File: config.mk
export PLATFORM = sky130hd
export DESIGN_NAME = regfile_scoreboard
export DESIGN_NICKNAME = d
export VERILOG_FILES = /design/src/rtl/cpu_pkg.sv /design/src/rtl/regfile_scoreboard_sb_cell.sv /design/src/rtl/regfile_scoreboard.sv
export SDC_FILE = /design/constraint.sdc
export NUM_CORES = 2
export LEC_CHECK = 0
export CORE_MARGIN = 2
export CORE_UTILIZATION = 45
export DETAILED_ROUTE_END_ITERATION = 10
export PLACE_DENSITY = 0.57
export SYNTH_ARGS = -nofsm -noshare
export SYNTH_HDL_FRONTEND = slang
export SYNTH_HIERARCHICAL = 1
export SYNTH_SLANG_ARGS = --single-unit
File: constraint.sdc
create_clock -name clk -period 5.9 [get_ports clk]
set_input_delay 1.18 -clock clk [delete_from_list [all_inputs] [get_ports clk]]
set_output_delay 1.18 -clock clk [all_outputs]
set_load 0.1 [all_outputs]
File: src/rtl/cpu_pkg.sv
// Shared definitions for the core register bank.
//   DATA_W_DEF / NREGS_DEF : default datapath width and register count
//   cnt_w()                : width of a pending-write counter able to hold 0..max
//   issue_t                : decode-side issue bundle at the default geometry
package cpu_pkg;

  localparam int DATA_W_DEF = 32;
  localparam int NREGS_DEF  = 32;
  localparam int ADDR_W_DEF = $clog2(NREGS_DEF);

  function automatic int cnt_w(input int max);
    return $clog2(max + 1);
  endfunction

  typedef struct packed {
    logic                  valid;
    logic                  use_a;
    logic [ADDR_W_DEF-1:0] rs_a;
    logic                  use_b;
    logic [ADDR_W_DEF-1:0] rs_b;
    logic                  wr;
    logic [ADDR_W_DEF-1:0] rd;
  } issue_t;

endpackage

File: src/rtl/regfile_scoreboard_sb_cell.sv
// Pending-write tracker for a single architectural register.
//   clk, rst : core clock, synchronous active-high reset
//   clr      : drop all outstanding writes (pipeline flush)
//   inc      : a writer to this register issued this cycle
//   dec      : a writeback to this register retired this cycle
//   cnt      : outstanding write count, saturating at MAX_INFLIGHT
//   pending  : cnt != 0
//   at_max   : cnt == MAX_INFLIGHT
module sb_cell
  import cpu_pkg::*;
#(
  parameter int MAX_INFLIGHT = 3,
  parameter int CW           = cnt_w(MAX_INFLIGHT)
) (
  input  logic          clk,
  input  logic          rst,
  input  logic          clr,
  input  logic          inc,
  input  logic          dec,
  output logic [CW-1:0] cnt,
  output logic          pending,
  output logic          at_max
);

  localparam logic [CW-1:0] CMAX = CW'(MAX_INFLIGHT);

  // An issue and a retire in the same cycle cancel out; the guards keep the
  // counter inside 0..MAX_INFLIGHT even if the caller misbehaves.
  always_ff @(posedge clk) begin
    if (rst || clr) begin
      cnt <= '0;
    end else if (inc && !dec && cnt != CMAX) begin
      cnt <= cnt + CW'(1);
    end else if (dec && !inc && cnt != '0) begin
      cnt <= cnt - CW'(1);
    end
  end

  assign pending = (cnt != '0);
  assign at_max  = (cnt == CMAX);

endmodule

File: src/rtl/regfile_scoreboard.sv
// Register bank with per-register pending-write scoreboard for the pipelined
// core. Decode stalls on RAW/WAW hazards; a writeback in the issue cycle is
// bypassed into the registered read ports.
//   clk, rst                 : core clock, synchronous active-high reset
//   issue_*                  : decode-side instruction description
//   issue_ready / issue_fire : no hazard / instruction accepted this cycle
//   rd_data_a / rd_data_b    : source operands, valid one cycle after fire
//   wb_valid/wb_addr/wb_data : writeback from M/WB
//   flush                    : discard all outstanding writes
//   dbg_addr / dbg_data      : combinational peek at stored state (no bypass)
//   err_underflow            : sticky, writeback with nothing outstanding
module regfile_scoreboard
  import cpu_pkg::*;
#(
  parameter int DATA_W       = DATA_W_DEF,
  parameter int NREGS        = NREGS_DEF,
  parameter int ADDR_W       = $clog2(NREGS),
  parameter int MAX_INFLIGHT = 3,
  parameter bit ZERO_REG     = 1'b0
) (
  input  logic              clk,
  input  logic              rst,
  input  logic              issue_valid,
  input  logic              issue_use_a,
  input  logic [ADDR_W-1:0] issue_rs_a,
  input  logic              issue_use_b,
  input  logic [ADDR_W-1:0] issue_rs_b,
  input  logic              issue_wr,
  input  logic [ADDR_W-1:0] issue_rd,
  output logic              issue_ready,
  output logic              issue_fire,
  output logic [DATA_W-1:0] rd_data_a,
  output logic [DATA_W-1:0] rd_data_b,
  input  logic              wb_valid,
  input  logic [ADDR_W-1:0] wb_addr,
  input  logic [DATA_W-1:0] wb_data,
  input  logic              flush,
  input  logic [ADDR_W-1:0] dbg_addr,
  output logic [DATA_W-1:0] dbg_data,
  output logic              err_underflow
);

  localparam int CW = cnt_w(MAX_INFLIGHT);

  logic [DATA_W-1:0] regs [NREGS];
  logic [CW-1:0]     cnt  [NREGS];
  logic [NREGS-1:0]  pend;
  logic [NREGS-1:0]  atmax;

  logic              wb_eff;
  logic              blk_a, blk_b, blk_w;
  logic [DATA_W-1:0] rd_a_p1, rd_b_p1;

  // With a hardwired zero register, writebacks to r0 vanish entirely: no data
  // write, no count change, no underflow.
  assign wb_eff = wb_valid && !(ZERO_REG && wb_addr == '0);

  for (genvar r = 0; r < NREGS; r++) begin : g_cell
    logic inc_r, dec_r;
    assign inc_r = issue_fire && issue_wr && issue_rd == ADDR_W'(r) && !(ZERO_REG && r == 0);
    assign dec_r = wb_eff && wb_addr == ADDR_W'(r) && pend[r];
    sb_cell #(.MAX_INFLIGHT(MAX_INFLIGHT), .CW(CW)) u_cell (
      .clk     (clk),
      .rst     (rst),
      .clr     (flush),
      .inc     (inc_r),
      .dec     (dec_r),
      .cnt     (cnt[r]),
      .pending (pend[r]),
      .at_max  (atmax[r])
    );
  end

  // A source with exactly one outstanding write is satisfied by a writeback
  // landing this cycle, since the read register captures wb_data directly.
  function automatic logic src_blocked(input logic use_src, input logic [ADDR_W-1:0] src);
    return use_src && cnt[src] != '0
           && !(cnt[src] == CW'(1) && wb_eff && wb_addr == src);
  endfunction

  function automatic logic [DATA_W-1:0] src_value(input logic [ADDR_W-1:0] src);
    if (wb_eff && wb_addr == src)   return wb_data;
    else if (ZERO_REG && src == '0) return '0;
    else                            return regs[src];
  endfunction

  assign blk_a = src_blocked(issue_use_a, issue_rs_a);
  assign blk_b = src_blocked(issue_use_b, issue_rs_b);
  // A same-cycle retire to rd frees a slot, so a full counter still accepts.
  assign blk_w = issue_wr && atmax[issue_rd] && !(wb_eff && wb_addr == issue_rd);

  assign issue_ready = !(blk_a || blk_b || blk_w) && !flush && !rst;
  assign issue_fire  = issue_valid && issue_ready;

  // ---- p0 -> p1: register file write, operand capture, error flag ----
  always_ff @(posedge clk) begin
    if (rst) begin
      for (int i = 0; i < NREGS; i++) regs[i] <= '0;
    end else if (wb_eff) begin
      regs[wb_addr] <= wb_data;
    end
  end

  always_ff @(posedge clk) begin
    if (rst) begin
      rd_a_p1 <= '0;
      rd_b_p1 <= '0;
    end else if (issue_fire) begin
      rd_a_p1 <= src_value(issue_rs_a);
      rd_b_p1 <= src_value(issue_rs_b);
    end
  end

  // A flush retires everything at once, so a writeback racing it is expected.
  always_ff @(posedge clk) begin
    if (rst) begin
      err_underflow <= 1'b0;
    end else if (wb_eff && !pend[wb_addr] && !flush) begin
      err_underflow <= 1'b1;
    end
  end

  assign rd_data_a = rd_a_p1;
  assign rd_data_b = rd_b_p1;
  assign dbg_data  = regs[dbg_addr];

endmodule

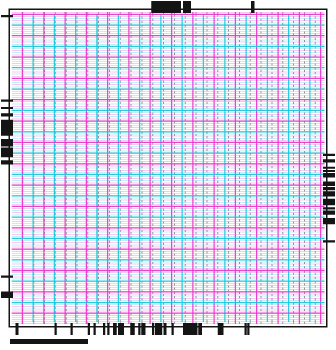
Fig. 1. Supply network.
The bar under the picture is 100 um long. Pins as bars on the die edge. Tap cells in gray.
Cyan marks VDD. Magenta marks VSS.
147 met1 rails follow the rows. 29 straps on met5. 29 straps on met4. The core has 146 rows. 2072 tap cells.
Die X: 403 um
Core ar.: 158000 um^2
Die Span Y: 403 um
Peak VDD IR: 0.322 mV

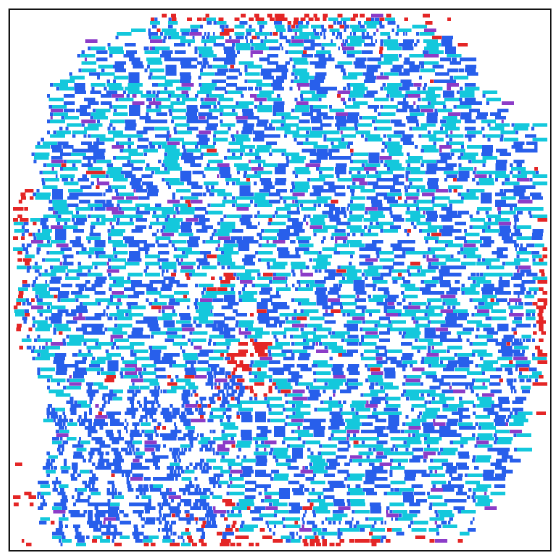
Fig. 2. Placed cells, one color a class.
Blue marks combinational and other logic, cells 3046. Purple marks clock drivers and dummy loads, cells 242. Red marks remaining buffers and delay cells, cells 302. Cyan marks sequential cells, cells 1153.
Finished Core Util: 50.7%
Design Area, Final: 80200 um^2
# rows: 146

==> run summary <==
Outcome: complete, no violations
Worst path required time: 4.72 ns
# placed instances: 6573
DR pass1 iterations: 6
Synth top cell by count: and2_1
Initial Util: 45.2%
Critical Path Sink Type: output pin
TNS Setup: 0 ns
Final period util: 88.7%
Nets: 4704
Via density: 6.81
Cell Type Count: 46
Critical Path Max Stage Delay: 0.53 ns
CP Max Fanout: 30
Setup WS pre-CTS: 0.654 ns
Register share of total power: 44.0%
H-tree levels: 4
Hold Path End: err_underflow
AND/OR/NAND/NOR Cells, Area Fraction: 13.5%
Mapped Nets: 4759
R2r setup slk: 1.93 ns
Ys Warns: 6
Clock-pin slew on the worst setup and hold paths: 0.06 ns
Critical path depth: 9
Most common cell on crit path: mux4_2
Final hold viol count: 0
Total grt overflow: 0
Largest logic family: multiplexers
Post-CTS setup buffer count: 0
Pin count of the biggest net entering global routing: 91
CP Launch Type: input pin
Hold/Removal Path Class: reg -> reg
Num CTS Buffers: 136
Unrepaired setup endpoints after global routing: no
Maximum root-to-sink buffer count: 3
Post-DRT Antenna Nets: 0
Internal power: 15.7 mW
CP delay by family, top: multiplexers
Worst Tran Pin Value: 1.32 ns
Post-synth area hogs: edfxtp_1 43%, mux4_2 32%, and2_1 9.0%
Ao+oa area frac: 2.35%
Worst hold path startpoint: err_underflow
Final Max-Slew Violation Tally: 0
Period minus WS final: 5.23 ns
Placed instance area: 76000 um^2
Worst path cell trace: clkdlybuf4s50_1 -> buf_4 -> mux4_2 -> mux4_2 -> mux2i_1 -> o22a_1 -> nand2_8 -> inv_1 -> buf_12
First-pass GRT wire length: 366 mm
Top_reg_cell synth: edfxtp_1
Post-synthesis cell count: 4694
Syn_area_per_cell: 15.2 um^2
WHS Path Cells: 2
NetSw: 6.17 mW
Final worst setup slack: 0.668 ns
Seq/Total Area, Yosys: 46.6%
CTS tree: done
Post-route insts no fill: 6826
Chip Area, Yosys: 71500 um^2
CP endpoint: issue_fire
Resize count post-CTS: 0
CP Launch Point: issue_rd[1]
Share of post-route cells with drive strength above 1: 33.3%
Final worst hold slack: 0.468 ns
Post-route DRC: 0
# setup viols final: 0
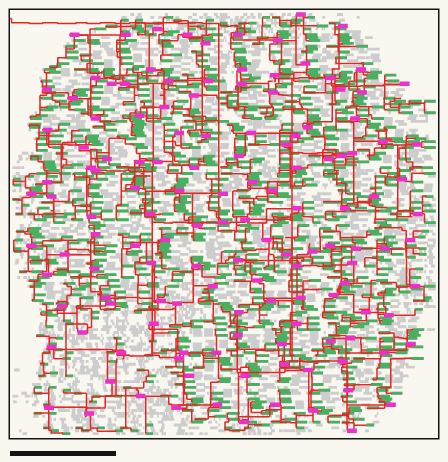
Fig. 3. Clock network drawn from the DEF.
The bar under the picture is 100 um long.
Green marks flip-flops, count 1153. Red marks clock wires, length 16700 um. Magenta marks clock drivers, count 136.
Position of the flops: widely spread. There are 137 routed clock nets.
post-route clock skew: 0.0324 ns
clk latency late pin: 0.79 ns
clock group power: 8.33 mW
clock share of power: 38.0%

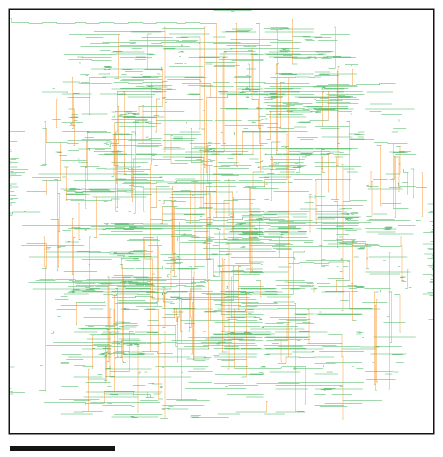
Fig. 4. Metal layers overlaid.
The bar under the picture is 100 um long. Only two layers are drawn.
Orange marks metal 4, wire length 10200 um. Green marks metal 3, wire length 26.7 mm.
Via Count: 46491
gr usage total: 32.5%
Routed wire per std cell: 38.5 um
total wire length: 263 mm

==> tightest hold or removal path: cells and delay by family, from the launching register on <==
family          cells  cell delay (ns)
compound gates      1             0.04
simple gates        1             0.07
flops               1             0.33
==> layout by cell type (no fill, tap or decap), types with 38 or more instances in the layout <==
cell,count
nor3_1,46
nand2b_1,102
buf_12,58
dfxtp_1,129
clkbuf_16,139
edfxtp_1,1024
mux2i_1,165
clkbuf_1,38
nand2_1,115
clkdlybuf4s50_1,113
buf_4,119
o21ai_0,128
mux4_2,1006
and2_1,1026
==> power groups by stage <==
stage          Combinational, mW  Clock [mW]  Sequential, mW
6_report                    3.93        8.33            9.64
5_1_grt                     4.05        8.71            9.69
4_1_cts                     3.92        8.40            9.63
3_5_place_dp                3.91           0            9.80
3_3_place_gp                3.91           0            9.77
2_1_floorplan               2.38           0            9.94
==> sequential cells by signal (all words and copies together) (netlist names) <==
name / cells
regs: 1024
rd_data_b: 32
g_cell.u_cell/cnt: 64
rd_data_a: 32
err_underflow: 1
==> routing by layer <==
layer	vias up	wire (um)	global-route usage, %
met5	-	28	0
met4	4	10200	11.8
met2	2815	124000	51.2
li1	18535	-	-
met3	505	26700	7.39
met1	24632	102000	44.6
==> logic make-up (layout without fill, tap and decap cells) <==
| kind of cell | count (synthesis) | count (layout) |
|---|---|---|
| mux | 1203 | 1203 |
| compound gates | 235 | 235 |
| buf+inv | 500 | 549 |
| simple gates | 1588 | 1588 |
| other cells | 0 | 11 |
| flops | 1153 | 1153 |
| xor+xnor | 15 | 15 |
==> cell type report <==
class,count,area [um^2]
clock inverters,56,519
clock buffers,186,3740
multi-input cells,3041,36700
well taps,2072,2590
repair buffers,302,3340
fillers,13107,78000
diodes,11,27.5
flip-flops and latches,1153,33300
inverters,5,23.8
Power is estimated from default activity; no workload was simulated.
